File: config.mk
export PLATFORM = sky130hd
export DESIGN_NAME = tetris_preview_renderer
export DESIGN_NICKNAME = d
export VERILOG_FILES = /design/src/rtl/tetris_preview_pkg.sv /design/src/rtl/tetris_preview_renderer_cell_hit.sv /design/src/rtl/tetris_preview_renderer.sv
export SDC_FILE = /design/constraint.sdc
export NUM_CORES = 1
export LEC_CHECK = 0
export CAP_MARGIN = 10
export CELL_PAD_IN_SITES_DETAIL_PLACEMENT = 0
export CELL_PAD_IN_SITES_GLOBAL_PLACEMENT = 1
export CORE_ASPECT_RATIO = 1.4
export CORE_UTILIZATION = 47
export CTS_CLUSTER_SIZE = 16
export DETAILED_ROUTE_END_ITERATION = 12
export GPL_TIMING_DRIVEN = 0
export PLACE_DENSITY = 0.9
export SLEW_MARGIN = 20
export SYNTH_ARGS = -nofsm -noshare
export SYNTH_HDL_FRONTEND = slang
export SYNTH_SLANG_ARGS = --single-unit
File: constraint.sdc
create_clock -name clk -period 6.6 [get_ports clk]
set_input_delay 0.99 -clock clk [delete_from_list [all_inputs] [get_ports clk]]
set_output_delay 0.99 -clock clk [all_outputs]
set_load 0.02 [all_outputs]
File: src/rtl/tetris_preview_pkg.sv
// tetris_preview_pkg
//   Shared definitions for the next-piece preview renderer:
//   - piece type encoding (I,O,T,S,Z,J,L = 0..6)
//   - RGB888 colour per piece type, white for anything else
//   - default dot field widths (column in the upper bits, row in the lower bits)
package tetris_preview_pkg;

    localparam int DEF_COL_W = 5;
    localparam int DEF_ROW_W = 5;
    localparam int DEF_DOT_W = DEF_COL_W + DEF_ROW_W;

    typedef enum logic [2:0] {
        PIECE_I = 3'd0,
        PIECE_O = 3'd1,
        PIECE_T = 3'd2,
        PIECE_S = 3'd3,
        PIECE_Z = 3'd4,
        PIECE_J = 3'd5,
        PIECE_L = 3'd6
    } piece_e;

    localparam logic [23:0] COLOUR_I       = 24'h00FFFF;
    localparam logic [23:0] COLOUR_O       = 24'hFFFF00;
    localparam logic [23:0] COLOUR_T       = 24'h800080;
    localparam logic [23:0] COLOUR_S       = 24'h00FF00;
    localparam logic [23:0] COLOUR_Z       = 24'hFF0000;
    localparam logic [23:0] COLOUR_J       = 24'h0000FF;
    localparam logic [23:0] COLOUR_L       = 24'hFFA500;
    localparam logic [23:0] COLOUR_DEFAULT = 24'hFFFFFF;

    // Type is passed zero-extended so any TYPE_W works; unknown types are white.
    function automatic logic [23:0] colour_lut(input logic [31:0] t);
        logic [23:0] c;
        case (t)
            32'(PIECE_I): c = COLOUR_I;
            32'(PIECE_O): c = COLOUR_O;
            32'(PIECE_T): c = COLOUR_T;
            32'(PIECE_S): c = COLOUR_S;
            32'(PIECE_Z): c = COLOUR_Z;
            32'(PIECE_J): c = COLOUR_J;
            32'(PIECE_L): c = COLOUR_L;
            default:      c = COLOUR_DEFAULT;
        endcase
        return c;
    endfunction

endpackage

File: src/rtl/tetris_preview_renderer_cell_hit.sv
// preview_cell_hit
//   Combinational test of whether the current pixel lies inside the visible
//   part of one preview cell (the GAP pixels at the left/top are blank).
//   Ports:
//     col, row       : cell coordinates of the dot
//     x_addr, y_addr : current pixel
//     hit            : pixel is inside the cell, bounds inclusive
//   Bounds are evaluated at BW bits so a cell past the address range is
//   simply never matched (clipped) instead of wrapping onto low addresses.
module preview_cell_hit #(
    parameter int COL_W   = 5,
    parameter int ROW_W   = 5,
    parameter int ADDR_W  = 9,
    parameter int BW      = 18,
    parameter int CELL_W  = 10,
    parameter int CELL_H  = 10,
    parameter int GAP     = 1,
    parameter int X_START = 0,
    parameter int Y_START = 50
) (
    input  logic [COL_W-1:0]  col,
    input  logic [ROW_W-1:0]  row,
    input  logic [ADDR_W-1:0] x_addr,
    input  logic [ADDR_W-1:0] y_addr,
    output logic              hit
);

    logic [BW-1:0] x_ext, y_ext;
    logic [BW-1:0] x_lo, x_hi, y_lo, y_hi;

    assign x_ext = BW'(x_addr);
    assign y_ext = BW'(y_addr);

    assign x_lo = BW'(X_START) + BW'(CELL_W) * BW'(col) + BW'(GAP);
    assign x_hi = BW'(X_START) + BW'(CELL_W) * (BW'(col) + BW'(1)) - BW'(1);
    assign y_lo = BW'(Y_START) + BW'(CELL_H) * BW'(row) + BW'(GAP);
    assign y_hi = BW'(Y_START) + BW'(CELL_H) * (BW'(row) + BW'(1)) - BW'(1);

    assign hit = (x_ext >= x_lo) && (x_ext <= x_hi) &&
                 (y_ext >= y_lo) && (y_ext <= y_hi);

endmodule

File: src/rtl/tetris_preview_renderer.sv
// tetris_preview_renderer
//   Next-piece preview for the VGA pixel mux. A piece is accepted into a
//   shadow buffer over valid/ready and copied to the active piece only at
//   frame start, so a frame never shows half of two pieces.
//   Ports:
//     clk, rst          : pixel clock, asynchronous active-low reset
//     x_addr, y_addr    : current pixel
//     frame_start       : one-cycle pulse on the first pixel of a frame
//     next_valid/ready  : piece handshake, ready = no piece waiting in shadow
//     next_dots         : NUM_DOTS x {col,row}, dot 0 in the LSBs
//     next_type         : piece type (colour select)
//     preview_en        : pixel belongs to the preview (2 clk after x/y)
//     preview_data      : RGB888 colour, 0 when preview_en is low
//   Optional: define TETRIS_PREVIEW_BLINK_EN to blink a freshly swapped
//   piece for BLINK_FRAMES frames (2 frames off, 2 frames on).
module tetris_preview_renderer
    import tetris_preview_pkg::*;
#(
    parameter int NUM_DOTS     = 4,
    parameter int COL_W        = DEF_COL_W,
    parameter int ROW_W        = DEF_ROW_W,
    parameter int TYPE_W       = 3,
    parameter int ADDR_W       = 9,
    parameter int CELL_W       = 10,
    parameter int CELL_H       = 10,
    parameter int GAP          = 1,
    parameter int X_START      = 0,
    parameter int Y_START      = 50,
    parameter int BLINK_FRAMES = 8
) (
    input  logic                              clk,
    input  logic                              rst,
    input  logic [ADDR_W-1:0]                 x_addr,
    input  logic [ADDR_W-1:0]                 y_addr,
    input  logic                              frame_start,
    input  logic                              next_valid,
    output logic                              next_ready,
    input  logic [NUM_DOTS*(COL_W+ROW_W)-1:0] next_dots,
    input  logic [TYPE_W-1:0]                 next_type,
    output logic                              preview_en,
    output logic [23:0]                       preview_data
);

    localparam int DOT_W  = COL_W + ROW_W;
    localparam int BW     = ADDR_W + ((COL_W > ROW_W) ? COL_W : ROW_W) + 4;
    localparam int STAGES = 2;

    logic                             pending, active_valid;
    logic [NUM_DOTS-1:0][DOT_W-1:0]   shadow_dots, active_dots, eff_dots;
    logic [TYPE_W-1:0]                shadow_type, active_type, eff_type;
    logic                             accept, swap, eff_valid, blank0;
    logic [NUM_DOTS-1:0]              hits, hit_s1;
    logic [TYPE_W-1:0]                type_s1;
    logic                             blank_s1;
    logic [STAGES:1]                  vld_pipe;

    assign next_ready = ~pending;
    assign accept     = next_valid & ~pending;
    assign swap       = frame_start & pending;

    // accept needs pending=0 and swap needs pending=1, so they never collide;
    // a piece accepted on a frame_start therefore waits for the next one.
    always_ff @(posedge clk or negedge rst) begin
        if (!rst) begin
            pending      <= 1'b0;
            active_valid <= 1'b0;
            shadow_dots  <= '0;
            shadow_type  <= '0;
            active_dots  <= '0;
            active_type  <= '0;
        end else if (accept) begin
            shadow_dots <= next_dots;
            shadow_type <= next_type;
            pending     <= 1'b1;
        end else if (swap) begin
            active_dots  <= shadow_dots;
            active_type  <= shadow_type;
            active_valid <= 1'b1;
            pending      <= 1'b0;
        end
    end

    // The pixel presented on the swap cycle already sees the new piece.
    assign eff_dots  = swap ? shadow_dots : active_dots;
    assign eff_type  = swap ? shadow_type : active_type;
    assign eff_valid = active_valid | swap;

    for (genvar g = 0; g < NUM_DOTS; g++) begin : g_dot
        preview_cell_hit #(
            .COL_W  (COL_W),
            .ROW_W  (ROW_W),
            .ADDR_W (ADDR_W),
            .BW     (BW),
            .CELL_W (CELL_W),
            .CELL_H (CELL_H),
            .GAP    (GAP),
            .X_START(X_START),
            .Y_START(Y_START)
        ) u_hit (
            .col   (eff_dots[g][DOT_W-1:ROW_W]),
            .row   (eff_dots[g][ROW_W-1:0]),
            .x_addr(x_addr),
            .y_addr(y_addr),
            .hit   (hits[g])
        );
    end

`ifdef TETRIS_PREVIEW_BLINK_EN
    localparam int BLINK_W = ($clog2(BLINK_FRAMES + 1) < 2) ? 2 : $clog2(BLINK_FRAMES + 1);

    logic [BLINK_W-1:0] blink_cnt, blink_nxt;

    // Blank decision uses the post-update count so the frame_start pixel
    // already belongs to the new blink phase.
    always_comb begin
        blink_nxt = blink_cnt;
        if (swap)
            blink_nxt = BLINK_W'(BLINK_FRAMES);
        else if (frame_start && blink_cnt != '0)
            blink_nxt = blink_cnt - 1'b1;
    end

    always_ff @(posedge clk or negedge rst) begin
        if (!rst) blink_cnt <= '0;
        else      blink_cnt <= blink_nxt;
    end

    assign blank0 = (blink_nxt != '0) & blink_nxt[1];
`else
    assign blank0 = 1'b0;
`endif

    // Stage 1: hit vector, type, blank; stage 2: enable and colour.
    always_ff @(posedge clk or negedge rst) begin
        if (!rst) begin
            hit_s1       <= '0;
            type_s1      <= '0;
            blank_s1     <= 1'b0;
            vld_pipe     <= '0;
            preview_data <= '0;
        end else begin
            hit_s1      <= hits;
            type_s1     <= eff_type;
            blank_s1    <= blank0;
            vld_pipe[1] <= eff_valid;
            vld_pipe[2] <= vld_pipe[1] & (|hit_s1) & ~blank_s1;
            preview_data <= (vld_pipe[1] & (|hit_s1) & ~blank_s1)
                            ? colour_lut(32'(type_s1)) : 24'h0;
        end
    end

    assign preview_en = vld_pipe[STAGES];

endmodule

==> images/met4.png <==
The bar under the picture is 50 µm long. Supply wires on this layer in gray.
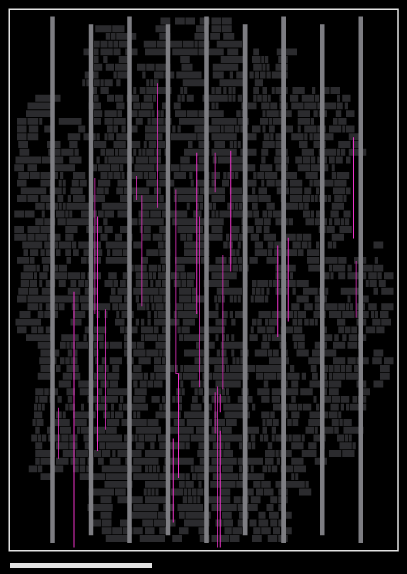
The layer carries 954 µm of wire. The longest straight run is 89.8 µm. The layer holds 3.3% of the routed length.

==> images/met1.png <==
Supply wires on this layer in gray.
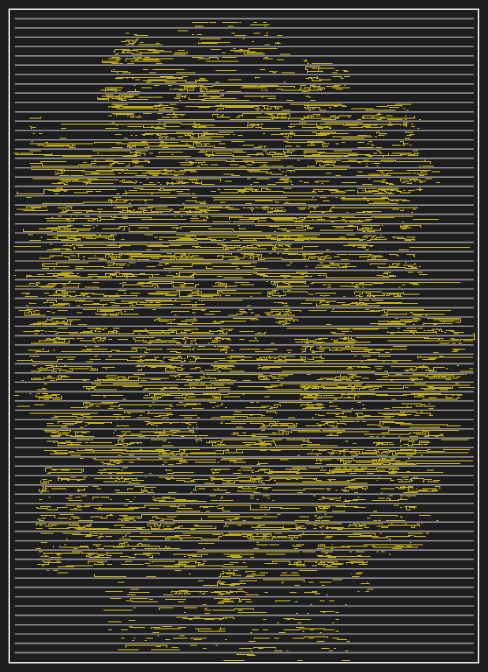
1631 nets have wire on it. The longest straight run is 43.2 µm. The layer carries 12200 µm of wire. The wires run mostly horizontal. The layer holds 42% of the routed length.

==> images/final_congestion.png <==
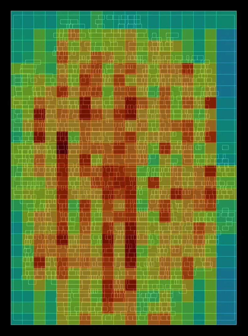
met3 Resource Use GR: 0.0179
busiest grt layer: met2
gr usage total: 0.233
met2 Use GR: 0.435
Routed WL per cell: 16.6 µm

==> images/density.png <==
14 x 19 tiles, from white (low) to dark blue (high), 0 to 100% covered.
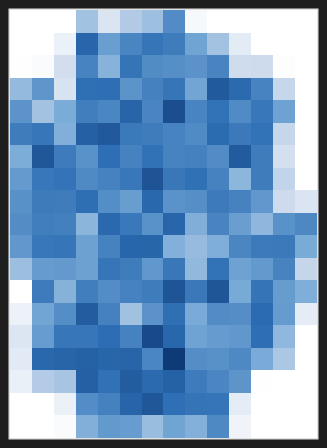
The fullest tile reaches 96%. 14% of the tiles are nearly empty. 14% of the tiles are over 75% full. The mean over all tiles is 51%.

==> flow_summary_export.csv <==
group,metric,value,unit
synthesis,area_leaders,"ha_1 (25%), dfrtp_1 (22%), xnor2_1 (4.9%)",
synthesis,ys.flops,103,
floorplanning,die_area,25900,µm²
worst_setup_path,critPathRequiredTime,6860,ps
routing,first_iter_violations,429,
routing,viasPerCell,5.61,
cts,htree_levels,3,
job,cap_violations,0,
synthesis,ys_seq_frac,0.217,
power,switching_share,0.485,
cts,post_cts_buffers,0,
synthesis,synth_nets,1644,
floorplanning,fp.dieH,190,µm
grt,grt_max_degree,76,
routing,wl,29000,µm
synthesis,top_cell_area_share,0.248,
synthesis,ys_chip_area,11900,µm²
power,clkPwrFrac,0.066,
synthesis,ys_async_sr_fraction,1.00,
grt,grt_antenna_before_repair,1,
placed_design,dp.cells,1732,
sta,finalClockPeriodUsage,0.959,
status,status,"complete, no violations",
sta,tightestPinTransition,1080,ps
sta,finalSetupTns,0,ps
power,peakVddDrop,0.000417,V
sta,clock-skew-final,6.15,ps
worst_setup_path,worstSetupPathType,"primary input to flip-flop",
floorplanning,dieWidth,136,µm
sta,min_period,6330,ps
sta,hold_slack,460,ps
floorplanning,io_pins,91,
sta,slew_violations,0,
worst_setup_path,cp_num_cells,25,
worst_setup_path,slowest_stage,"clkdlybuf4s50_1",
grt,grt_pass1_wl,47000,µm
synthesis,top_cell,"ha_1",
cells_and_area,postLayoutCellArea,13500,µm²
cts,clk_pin_slew,70,ps
cells_and_area,drive_above_1_share,0.101,
routing,drt-pass1-iter-count,5,
floorplanning,placementRows,68,
==> area by class of cell <==
cell class	count	area, µm²
Multi-Input combinational cell	1064	8620
Tap cell	315	394
Timing Repair Buffer	90	920
Buffer	45	307
Clock inverter	4	30.0
Inverter	115	434
Sequential cell	103	2580
Clock buffer	11	253
Fill cell	2247	11200
Antenna cell	1	2.50
==> layout by cell type (no fill, tap or decap), types with 5 or more instances in the layout <==
cell type,n
a31oi_1,9
a21o_1,35
o21ai_0,42
clkbuf_1,11
o21a_1,9
nand2_1,149
or2_2,10
xnor2_1,66
nand2b_1,15
and2_1,5
clkdlybuf4s50_1,88
mux2i_1,7
ha_1,234
and3_1,11
nand3_1,39
o21bai_1,7
inv_1,112
a211oi_1,14
o211ai_1,10
xor2_1,46
nor2_1,54
nand4_1,20
and4_1,7
nor3_1,14
nor2b_1,20
dfrtp_1,103
clkbuf_16,9
o22ai_1,5
clkbuf_4,5
buf_4,20
fa_1,16
a21oi_1,78
mux2_2,52
==> worst paths after layout <==
path	startpoint	end	slack [ps]
min reg2reg	active_valid	active_valid	460
min	active_valid	active_valid	460
max	frame_start	hit_s1[1]	270
min in group asynchronous	rst	active_dots[15]	510
max reg2reg	pending	hit_s1[1]	1020
max in group asynchronous	rst	active_dots[23]	5420
==> per-layer routing <==
layer | global-route usage | vias to the layer above | part of all wire
met5 | 0 | - | 0
met4 | 0.0936 | 0 | 0.033
met1 | 0.270 | 4657 | 0.42
met2 | 0.435 | 191 | 0.52
li1 | - | 4909 | -
met3 | 0.0179 | 55 | 0.029
==> cell families after synthesis <==
family                     Yosys count  synth area share
adders and majority gates          256             0.279
xor gates and xnor gates           114            0.0851
AOI/OAI and AO/OA                  262             0.145
DFF                                103             0.217
and+or+nand+nor                    369             0.153
buffers and inverters              160            0.0601
muxes                               63            0.0606
Power figures rest on the tool's default switching activity, not on a simulated workload.
